==> images/final_congestion.png <==
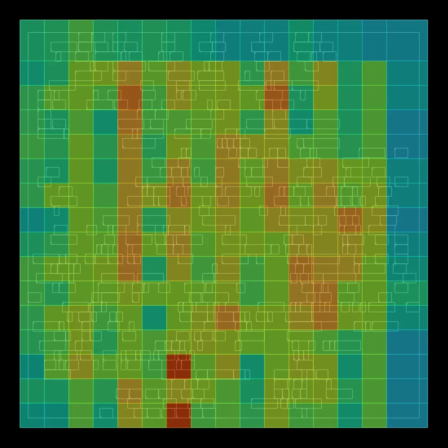
==> images/wire_density.png <==
Drawn at 3 px/um. The die is cut into 23 by 23 equal tiles; white is low, dark blue is high, scaled to the fullest tile. Values are wire area over tile area, all layers added.
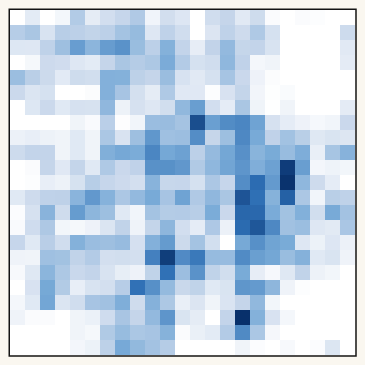
==> images/clock_map.png <==
Drawn at 3 px/um.
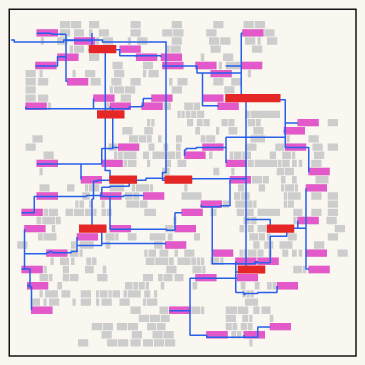
==> images/zoom.png <==
Window x 43 to 73, y 20 to 50 um. Cells in grey, sequential cells in the stronger grey; small squares are vias.
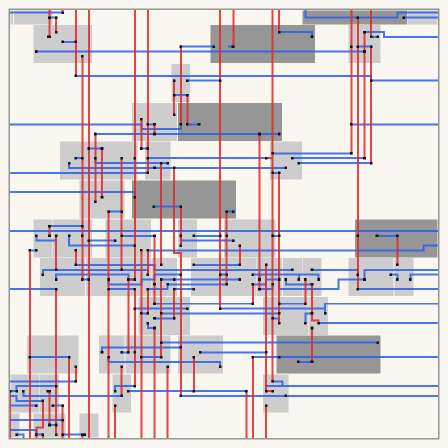
[config.mk]
export PLATFORM = sky130hd
export DESIGN_NAME = vga_tile_sched
export DESIGN_NICKNAME = d
export VERILOG_FILES = /design/src/rtl/vga_tile_sched.sv
export SDC_FILE = /design/constraint.sdc
export NUM_CORES = 1
export LEC_CHECK = 0
export CORE_MARGIN = 2
export CORE_UTILIZATION = 27
export CTS_CLUSTER_SIZE = 12
export DETAILED_ROUTE_END_ITERATION = 8
export PLACE_DENSITY_LB_ADDON = 0.1
export SLEW_MARGIN = 20
export SYNTH_ARGS = -nofsm -noshare
export SYNTH_HDL_FRONTEND = slang
export SYNTH_SLANG_ARGS = --single-unit
[constraint.sdc]
create_clock -name clk -period 4.57 [get_ports clk]
set_input_delay 0.6855 -clock clk [delete_from_list [all_inputs] [get_ports clk]]
set_output_delay 0.6855 -clock clk [all_outputs]
set_load 0.005 [all_outputs]
[src/rtl/vga_tile_sched.sv]
// vga_tile_sched: 640x480@60 raster timing plus tile-state prefetch and a shared tile-memory port.
// Define VGA_TILE_WR_VBLANK_ONLY_EN to restrict writer access to vertical blanking.
module vga_tile_sched #(
  parameter int H_ACTIVE = 640,
  parameter int H_FP     = 16,
  parameter int H_SYNC   = 96,
  parameter int H_BP     = 48,
  parameter int V_ACTIVE = 480,
  parameter int V_FP     = 10,
  parameter int V_SYNC   = 2,
  parameter int V_BP     = 33,
  parameter int TILE     = 20,
  parameter int DW       = 16
) (
  input  logic          clk,
  input  logic          reset,
  output logic [9:0]    col,
  output logic [9:0]    row,
  output logic          hsync,
  output logic          vsync,
  output logic          active,
  output logic          frame_start,
  output logic [DW-1:0] state_out,
  output logic [9:0]    mem_addr,
  output logic          mem_re,
  output logic          mem_we,
  output logic [DW-1:0] mem_wdata,
  input  logic [DW-1:0] mem_rdata,
  input  logic          wr_req,
  input  logic [9:0]    wr_addr,
  input  logic [DW-1:0] wr_data,
  output logic          wr_ack
);
  localparam logic [9:0] H_LAST  = 10'(H_ACTIVE + H_FP + H_SYNC + H_BP - 1);
  localparam logic [9:0] H_PRE   = 10'(H_ACTIVE + H_FP + H_SYNC + H_BP - 2);
  localparam logic [9:0] HS_BEG  = 10'(H_ACTIVE + H_FP);
  localparam logic [9:0] HS_END  = 10'(H_ACTIVE + H_FP + H_SYNC);
  localparam logic [9:0] HA      = 10'(H_ACTIVE);
  localparam logic [9:0] V_LAST  = 10'(V_ACTIVE + V_FP + V_SYNC + V_BP - 1);
  localparam logic [9:0] V_PRE   = 10'(V_ACTIVE - 1);
  localparam logic [9:0] VS_BEG  = 10'(V_ACTIVE + V_FP);
  localparam logic [9:0] VS_END  = 10'(V_ACTIVE + V_FP + V_SYNC);
  localparam logic [9:0] VA      = 10'(V_ACTIVE);
  localparam logic [4:0] T_LAST  = 5'(TILE - 1);
  localparam logic [4:0] T_PRE   = 5'(TILE - 2);
  localparam logic [5:0] TX_LAST = 6'(H_ACTIVE / TILE - 1);

  logic [9:0]    col_q, col_d, row_q, row_d;
  logic [4:0]    tile_px_q, tile_px_d, tile_py_q, tile_py_d;
  logic [5:0]    tile_col_q, tile_col_d;
  logic [4:0]    tile_row_q, tile_row_d, next_tile_row;
  logic          hsync_q, hsync_d, vsync_q, vsync_d, active_q, active_d;
  logic          rd_pend_q, rd_pend_d;
  logic [DW-1:0] state_q, state_d;
  logic          line_end, frame_end, tpx_end, tpy_end;
  logic          fetch_line, fetch_next, fetch, wr_ok;
  logic [9:0]    fetch_addr;

  always_comb begin
    line_end      = col_q == H_LAST;
    frame_end     = line_end && row_q == V_LAST;
    tpx_end       = tile_px_q == T_LAST;
    tpy_end       = tile_py_q == T_LAST;
    col_d         = line_end ? 10'd0 : col_q + 10'd1;
    row_d         = frame_end ? 10'd0 : line_end ? row_q + 10'd1 : row_q;
    tile_px_d     = (line_end || tpx_end) ? 5'd0 : tile_px_q + 5'd1;
    tile_col_d    = line_end ? 6'd0 : tpx_end ? tile_col_q + 6'd1 : tile_col_q;
    tile_py_d     = frame_end ? 5'd0 : line_end ? (tpy_end ? 5'd0 : tile_py_q + 5'd1) : tile_py_q;
    tile_row_d    = frame_end ? 5'd0 : (line_end && tpy_end) ? tile_row_q + 5'd1 : tile_row_q;
    hsync_d       = !(col_d >= HS_BEG && col_d < HS_END);
    vsync_d       = !(row_d >= VS_BEG && row_d < VS_END);
    active_d      = col_d < HA && row_d < VA;
    // Tile 0 of the next line is fetched two cycles before the line wraps.
    next_tile_row = row_q == V_LAST ? 5'd0 : tpy_end ? tile_row_q + 5'd1 : tile_row_q;
    fetch_line    = !reset && row_q < VA && tile_px_q == T_PRE && tile_col_q < TX_LAST;
    fetch_next    = !reset && col_q == H_PRE && (row_q < V_PRE || row_q == V_LAST);
    fetch         = fetch_line || fetch_next;
    fetch_addr    = fetch_next ? {next_tile_row, 5'd0} : {tile_row_q, tile_col_q[4:0] + 5'd1};
`ifdef VGA_TILE_WR_VBLANK_ONLY_EN
    wr_ok         = row_q >= VA;
`else
    wr_ok         = 1'b1;
`endif
    wr_ack        = !reset && !fetch && wr_req && wr_ok;
    mem_re        = fetch;
    mem_we        = wr_ack;
    mem_addr      = fetch ? fetch_addr : wr_addr;
    mem_wdata     = wr_data;
    rd_pend_d     = fetch;
    state_d       = rd_pend_q ? mem_rdata : state_q;
    frame_start   = !reset && col_q == 10'd0 && row_q == 10'd0;
  end

  always_ff @(posedge clk) begin
    if (reset) begin
      col_q      <= '0;
      row_q      <= '0;
      tile_px_q  <= '0;
      tile_col_q <= '0;
      tile_py_q  <= '0;
      tile_row_q <= '0;
      hsync_q    <= 1'b1;
      vsync_q    <= 1'b1;
      active_q   <= 1'b0;
      rd_pend_q  <= 1'b0;
      state_q    <= '0;
    end else begin
      col_q      <= col_d;
      row_q      <= row_d;
      tile_px_q  <= tile_px_d;
      tile_col_q <= tile_col_d;
      tile_py_q  <= tile_py_d;
      tile_row_q <= tile_row_d;
      hsync_q    <= hsync_d;
      vsync_q    <= vsync_d;
      active_q   <= active_d;
      rd_pend_q  <= rd_pend_d;
      state_q    <= state_d;
    end
  end

  assign col       = col_q;
  assign row       = row_q;
  assign hsync     = hsync_q;
  assign vsync     = vsync_q;
  assign active    = active_q;
  assign state_out = state_q;
endmodule
==> flow_summary.toml <==
# synthesis and place-and-route metrics
[outcome]
status = "completed"

[finish]
fin_util_pct = 36.8
seq-cell-share_pct = 27.6
drive_gt1_share_pct = 8.01
flops = 61
comb_area_share_pct = 41.4
fin_nets = 487
largest_reg_flops = 16
design_area_mm2 = 0.00442
buffers = 86
layout_top_cells = "clkdlybuf4s50_1 (81), dfxtp_1 (61), nor2_1 (58)"
diodes = 0
n_fill_cell = 1239
comb_area_mm2 = 0.00183
area_growth_pct = 32.7
largestClassByArea = "multi-input combinational cells"
buffer_area_share_pct = 19.2
clockBufferCount = 16
comb.multi_input.count = 263
seqCellArea_mm2 = 0.00122
inv_count = 11
final_common_cell = "clkdlybuf4s50_1"

[detailed_routing]
drc = 0
final_antenna_net_count = 0
drt_pass1_iterations = 4
wl_met3_um = 277
route.met2.wl_um = 3920
top_layer = "met4"
via_per_inst = 4.78
drt_iter0_drc = 92

[critical_path]
r2r_cells = 6
startpoint_type = "register"
rr_endpoint = "active"
crit_top_cell = "a21oi_2"
rr_startpoint = "col[1]"
cp_cell_sequence = "ha_1, nand4_1, a21oi_2, a21oi_2, nor2_2, inv_1, nor3b_1, clkdlybuf4s50_1"
reg2reg_slack_ps = 1900
cp_top_family = "simple AND/OR/NAND/NOR gates"
critical-path-max-stage-delay_ps = 570
slowest_stage = "clkdlybuf4s50_1"
crit_arrival_ps = 3070
crit_fanout = 8
crit_type = "reg2out"
end_kind = "primary output"
critPathRequiredTime_ps = 3880
path_buffers = 2

[power_and_ir_drop]
top_power_group = "clock"
pwr-share-clk_pct = 51.2
power_mw = 1.29
p_leak_nw = 1.51
p_switching_uw = 273
p_comb_share_pct = 6.2
p_int_mw = 1.02
seq_power_uw = 548
powerDensity_mw_per_mm2 = 292
peakVddDrop_uv = 135
pwr-share-seq_pct = 42.5
p_clk_uw = 660

[floorplanning]
die_y_um = 115
core-area_mm2 = 0.0120
dieArea_mm2 = 0.0132
rows = 40
io_pins = 114
nWellTaps = 147
fp_util_pct = 27.7

[cts]
cts_tree = "done"
root_buffer = "clkbuf_16"
post-cts-setup-buffers = 0
insertion_delay_ps = 330
ctsHoldBuffers = 0
numCtsBuffers = 9
post_cts_resized = 0
htree_levels = 3
cts_buffer_depth = 2

[min_path]
hold_end = "tile_py_q[1]"
hold_start = "tile_py_q[1]"
whs_path_depth = 2
hold_path.class = "reg2reg"

[final_timing]
fmax_ghz = 0.266
final.period_utilization_pct = 82.2
tightest_slew_ps = 918
drv_slew = 0
fin_ws_ps = 815
slew_headroom_pct = 38.7
hold_viol = 0
fin_tns_setup_ps = 0
setup_violations = 0
rsz0062_at_grt = "no"
final.setup_skew_ps = 5.48

[place]
port_buffers = 81
dp_cells = 568
placed_area_mm2 = 0.00413
pre_cts_ws_ps = 742
place.detailed.hpwl_um = 6250

[synth]
synth_flops = 61
synthCells = 373
synthesis.nets = 428
synth_top_area_share_pct = 36.7
topCellsByArea = "dfxtp_1 (37%), mux2i_1 (6.9%), nor2_1 (6.5%), xnor2_1 (4.7%), buf_4 (4.1%)"
ys_warn_count = 0
top_area_cell = "dfxtp_1"
edf_count = 0
yosys-mux-area-fraction_pct = 6.91
ys_sh_adder_pct = 3.76
postSynthAreaPerCell_um2 = 8.93
synth.comb.largest_family = "simple AND/OR/NAND/NOR gates"
ys_area_mm2 = 0.00333
yosys_cells = 373
xor_area_share_pct = 8.15
async_flop_share_pct = 0
ff_type = "dfxtp_1"
synth_seq_share_pct = 36.7
ys_types = 56

[grt]
grt_pass1_vias = 2618
met2_usage_pct = 20.5
antenna_found_initial = 0
grt_first_pass_wirelength_um = 13600
overflow = 0
grt_max_degree = 19

[run]
drv_cap = 0
About final_congestion.png:
met3 Usage GRT: 3.16%
Routed wire per std cell: 14.7 um
M1 GR Usage: 17.6%
Total GRT Usage: 13.3%
global routing's busiest layer: met2

About wire_density.png:
nearly empty tiles: 17%
tiles over half the peak: 12%
fullest tile: 0.40
mean over tiles: 0.10
routed wire length: 8590 um
via count: 2789

About clock_map.png:
[blue] clock wires | length: 1050 um
[red] cells driving clock nets | count: 9
[magenta] flip-flops | count: 61
flops lie: widely spread
routed clock nets: 10

About zoom.png:
| colour | layer |
|---|---|
| blue | met1 |
| red | met2 |
most frequent: nor2_1 (6), xnor2_1 (6), dfxtp_1 (5)
sequential cells in the window: 5
netlist names of flops here include: `tile_row_q` (4), `col` (1)
cells with their middle in the window: 40

-- cell usage after synthesis, drive strengths merged (10+ instances only) --
cell,number
a21oi,11
buf,28
clkbuf,10
dfxtp,61
ha,10
inv,11
mux2i,23
nand2,16
nand3,15
nor2,59
nor3,13
xnor2,18
xor2,13
-- worst max-delay path by stage --
stage | from | endpoint | slack, ps | depth (start not counted)
6_report | row[0] | mem_we | 820 | 8
5_1_grt | reset | mem_addr[7] | 580 | 8
4_1_cts | reset | mem_addr[3] | 760 | 8
3_5_place_dp | reset | mem_addr[3] | 740 | 8
3_3_place_gp | reset | mem_addr[9] | 800 | 7
2_1_floorplan | reset | wr_ack | 1800 | 7
Power and IR drop assume default switching activity.
